Run 1, placement by cell class:
(2 px per µm)
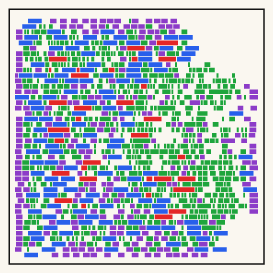
Run 1, met3 routing:
(3 px per µm)
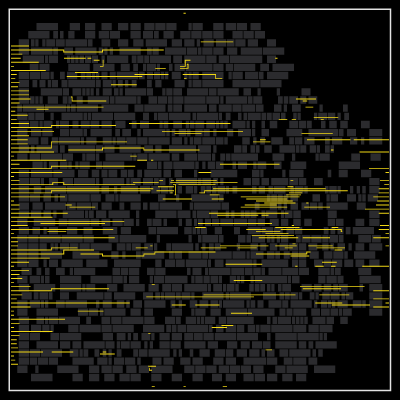
Run 1, wires at chosen ports, followed through buffers:
(4 px per µm)
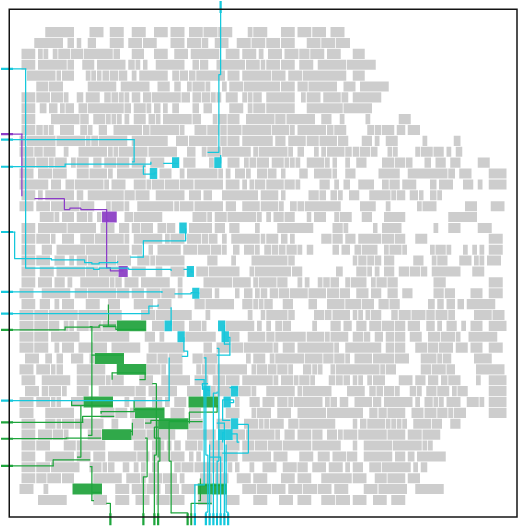
Run 1, clock nets:
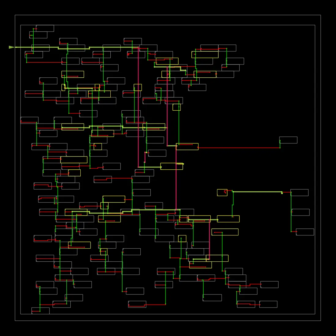
==> config.mk <==
export PLATFORM = sky130hd
export DESIGN_NAME = ob_cntrl_mk_exec
export DESIGN_NICKNAME = d
export VERILOG_FILES = /design/src/rtl/ob_pkg.sv /design/src/rtl/ob_fill_calc.sv /design/src/rtl/ob_cntrl_mk_exec.sv
export SDC_FILE = /design/constraint.sdc
export NUM_CORES = 1
export LEC_CHECK = 0
export CORE_MARGIN = 2
export CORE_UTILIZATION = 48
export DETAILED_ROUTE_END_ITERATION = 6
export PLACE_DENSITY = 0.85
export SLEW_MARGIN = 20
export SYNTH_ARGS = -nofsm -noshare
export SYNTH_HDL_FRONTEND = slang
export SYNTH_SLANG_ARGS = --single-unit
==> constraint.sdc <==
create_clock -name clk -period 4.6 [get_ports clk]
set_clock_uncertainty 0.1 [all_clocks]
set_input_delay 0.92 -clock clk [delete_from_list [all_inputs] [get_ports clk]]
set_output_delay 0.92 -clock clk [all_outputs]
set_load 0.02 [all_outputs]
==> impl_metrics.py, run 1 <==
# Synthesis and PnR figures
metrics = {
    "synthesis": {
        "most_common_cell": "nor2_1",
        "netlist_instances": 881,
        "top_cell_area_share_pct": 35.0,
        "synth_chip_area_um2": 7210,
        "synth-edff-count": 0,
        "fp_nets": 1027,
        "synthArstFlopShare_pct": 0,
        "syn-cell-area_um2": 7210,
        "yosysWarnings": 0,
    },
    "grt": {
        "globalRouteTotalUtil_pct": 29.8,
        "antenna_found_initial": 0,
        "overflow": 0,
    },
    "routing": {
        "wl_met2_um": 11600,
        "wl_met3_um": 2130,
        "routedLengthMet1_um": 9950,
    },
    "sta": {
        "setup_viol": 0,
        "post-route-period-util_pct": 97.3,
        "setup_tns_ns": 0,
    },
    "floorplan": {
        "die_h_um": 127,
        "initial_core_util_pct": 49.4,
    },
    "cells_and_area": {
        "syn_to_final_growth_pct": 43.8,
        "drive_gt1_share_pct": 10.8,
        "fill_cells": 1111,
        "final_cell_mix": "clkdlybuf4s50_1 (189), nor2_1 (133), dfxtp_1 (118), nand2_1 (61), buf_4 (48)",
        "fin_area_um2": 10400,
        "inv_count": 46,
        "comb_cells": 646,
        "layout.nonclk_buf_share_pct": 23.9,
        "largest_reg_flops": 32,
    },
    "placement": {
        "placed_cell_area_um2": 9620,
        "placedCellCount": 1255,
    },
    "critical_path": {
        "r2r_setup_slack_ns": 1.42,
        "required_ns": 3.58,
    },
    "outcome": {
        "outcome": "complete, no violations",
    },
    "power_and_ir_drop": {
        "p_per_area_nw_per_um2": 353,
    },
    "clock_network": {
        "clk_pin_slew_ns": 0.06,
        "cts_tree": "done",
        "cts_hold_buf": 0,
    },
    "run": {
        "cap_violations": 0,
    },
}
## Picture notes: 'placement by cell class'
legend:
  remaining logic cells:
    colour: green
    cells: 692
    share_of_their_area: 44%
  clock drivers and dummy loads:
    colour: red
    cells: 32
    share_of_their_area: 6.1%
  registers:
    colour: blue
    cells: 126
    share_of_their_area: 25%
  remaining buffers and delay cells:
    colour: purple
    cells: 257
    share_of_their_area: 24%
Core Rows: 44
sequential share of cell area: 24.4%
post-layout util: 71.1%

## Picture notes: 'met3 routing'
longest straight run: 47.6 µm
nets with wire on the layer: 195
wire length on this layer: 2130 µm
main direction: horizontal
share of all routed wire: 8.8%
Vias: 7434
Detailed Route WL: 24300 µm
GR Layer Usage met3: 9.03%

## Picture notes: 'wires at chosen ports, followed through buffers'
legend:
  rpt_accept:
    colour: purple
    direction: input
    end_cells: 2
    wire: 59.2 µm
  mk_buy_qty:
    colour: cyan
    direction: input
    end_cells: 16
    wire: 705 µm
  rpt_buy_uid:
    colour: green
    direction: output
    end_cells: 10
    wire: 394 µm
IO Count: 208
Buffers on Ports: 207

## Picture notes: 'clock nets'
TritonCTS buffer count: 17
Clock buffer cells: 19
clk pwr: 1.41 mW
Clock Sinks: 126
flip-flops: 126

[run 1: cells by family after synthesis]
group	after synthesis	share of synthesized area (%)
xor gates and xnor gates	33	4.01
muxes	38	5.36
buffers and inverters	109	6.16
adders and majority gates	35	6.28
AOI/OAI and AO/OA	249	24.7
DFF	126	35.0
and+or+nand+nor	291	18.5
[run 1: report_power, final]
group	internal, mW	total, mW	switching, mW	leakage, nW
sequential	1.12	1.15	0.0297	1.02
combinational	0.492	1.10	0.605	2.78
clock	0.880	1.41	0.534	0.301
[run 1: worst max-delay path: stages, from the launching register on]
cell and delay [ns]:
dfxtp_1 0.37, inv_1 0.07, ha_1 0.31, nand4_1 0.19
or4_4 0.59, nand2_2 0.13, a21o_1 0.17, buf_4 0.13
mux2_4 0.30, a2111oi_4 0.35, mux2i_1 0.25, buf_4 0.17
## Run 2: what changed since run 1
--- a/config.mk
+++ b/config.mk
@@ -8,6 +8,7 @@
 export CORE_MARGIN = 2
 export CORE_UTILIZATION = 48
 export DETAILED_ROUTE_END_ITERATION = 6
+export HOLD_SLACK_MARGIN = 0.02
 export PLACE_DENSITY = 0.85
 export SLEW_MARGIN = 20
 export SYNTH_ARGS = -nofsm -noshare
Run 2, placement by cell class:
(2 px per µm)
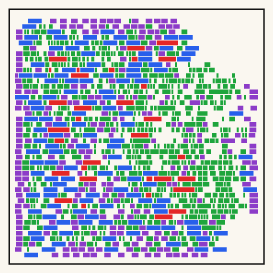
legend:
  clock drivers and dummy loads:
    colour: red
    cells: 32
    share_of_their_area: 6.1%
  remaining buffers and delay cells:
    colour: purple
    cells: 257
    share_of_their_area: 24%
  registers:
    colour: blue
    cells: 126
    share_of_their_area: 25%
  remaining logic cells:
    colour: green
    cells: 692
    share_of_their_area: 44%
post-layout instance area: 10400 µm²
core box area: 14600 µm²

==> run 2 against run 1 <==
Compared with the run above:
- design area is the same
- first-iteration DRC count is the same
- power is the same
- wire length is the same
- final cell count is the same
- sequential power is essentially flat
- sequential share of layout area is the same
==> impl_metrics.py, run 2 <==
# Synthesis and PnR figures
metrics = {
    "critical_path": {
        "cp.depth": 11,
        "crit_chain": "inv_1, ha_1, nand4_1, or4_4, nand2_2, a21o_1, buf_4, mux2_4, a2111oi_4, mux2i_1, buf_4",
        "worst-path-buf-inv": 3,
        "r2r_setup_slack_ns": 1.42,
        "path_common_cell": "buf_4",
        "slowest_delay_ns": 0.59,
        "required_ns": 3.58,
        "cpMaxStageDelayCell": "or4_4",
    },
    "floorplan": {
        "initial_core_util_pct": 49.4,
        "die_h_um": 127,
        "ios": 208,
        "num_rows": 44,
    },
    "power_and_ir_drop": {
        "p_comb_share_pct": 30.0,
        "clkPwrFrac_pct": 38.6,
        "internal_power_mw": 2.49,
        "top_power_group": "the clock network",
        "p_clk_mw": 1.41,
        "netSwitchingPower_mw": 1.17,
        "p_per_area_nw_per_um2": 353,
        "comb_power_mw": 1.10,
        "switching_share_pct": 31.9,
    },
    "placement": {
        "placedCellCount": 1255,
        "hpwlAfterDp_um": 18100,
        "placed_cell_area_um2": 9620,
        "portBuffers": 207,
    },
    "clock_network": {
        "clk_pin_slew_ns": 0.06,
        "cts_tree": "done",
        "cts_hold_buf": 0,
        "cts_made_buffers": 17,
    },
    "cells_and_area": {
        "final_cell_mix": "clkdlybuf4s50_1 (189), nor2_1 (133), dfxtp_1 (118), nand2_1 (61), buf_4 (48)",
        "final_core_util_pct": 71.1,
        "layout.cells.most_common": "clkdlybuf4s50_1",
        "fill_cells": 1111,
        "syn_to_final_growth_pct": 43.8,
        "layout.nonclk_buf_share_pct": 23.9,
        "largest_reg_flops": 32,
        "comb_cells": 646,
        "seq-cell-share_pct": 24.4,
        "clkbuf_count": 19,
        "flop-count": 126,
        "drive_gt1_share_pct": 10.8,
    },
    "synthesis": {
        "netlist_instances": 881,
        "top_cell_area_share_pct": 35.0,
        "ys_sh_mux_pct": 5.36,
        "synth_chip_area_um2": 7210,
        "synthArstFlopShare_pct": 0,
        "most_common_cell": "nor2_1",
        "yosys-dominant-comb-family": "AND-OR/OR-AND gates",
        "fp_nets": 1027,
        "synth-edff-count": 0,
        "yosys.area_share.aoi_pct": 24.7,
        "simple_gate_share_pct": 18.5,
        "fa_ha_area_share_pct": 6.28,
    },
    "routing": {
        "routed_wl_um": 24300,
        "vias": 7434,
    },
    "grt": {
        "globalRouteTotalUtil_pct": 29.8,
        "grt_pass1_wl_um": 38000,
        "antenna_found_initial": 0,
        "overflow": 0,
    },
    "sta": {
        "post-route-period-util_pct": 97.3,
        "setup_tns_ns": 0,
        "setup_viol": 0,
    },
    "run": {
        "cap_violations": 0,
    },
    "outcome": {
        "outcome": "complete, no violations",
    },
}
run 2: cell counts after synthesis:
No cell type changed its count.
run 2: what timing repair did:
item,in CTS,in global routing
setup endpoints to repair,17,14
pin swaps,0,3
setup buffers,0,4
gates resized,11,36
run 2: routing by layer:
layer	GRT usage, %	part of all wire [%]	wire [µm]	vias to the layer above
met5	0	0	0	-
met4	9.63	2.5	604	0
met3	9.03	8.8	2130	48
met2	50.1	48	11600	335
met1	36.4	41	9950	3477
li1	-	-	-	3574
run 2: cells by family (layout without fill, tap and decap cells):
logic type                 after synthesis  in the layout
AOI/OAI and AO/OA                      249            249
DFF                                    126            126
adders and majority gates               35             35
muxes                                   38             38
xor gates and xnor gates                33             33
and+or+nand+nor                        291            291
buffers and inverters                  109            335
Power figures rest on the tool's default switching activity, not on a simulated workload.
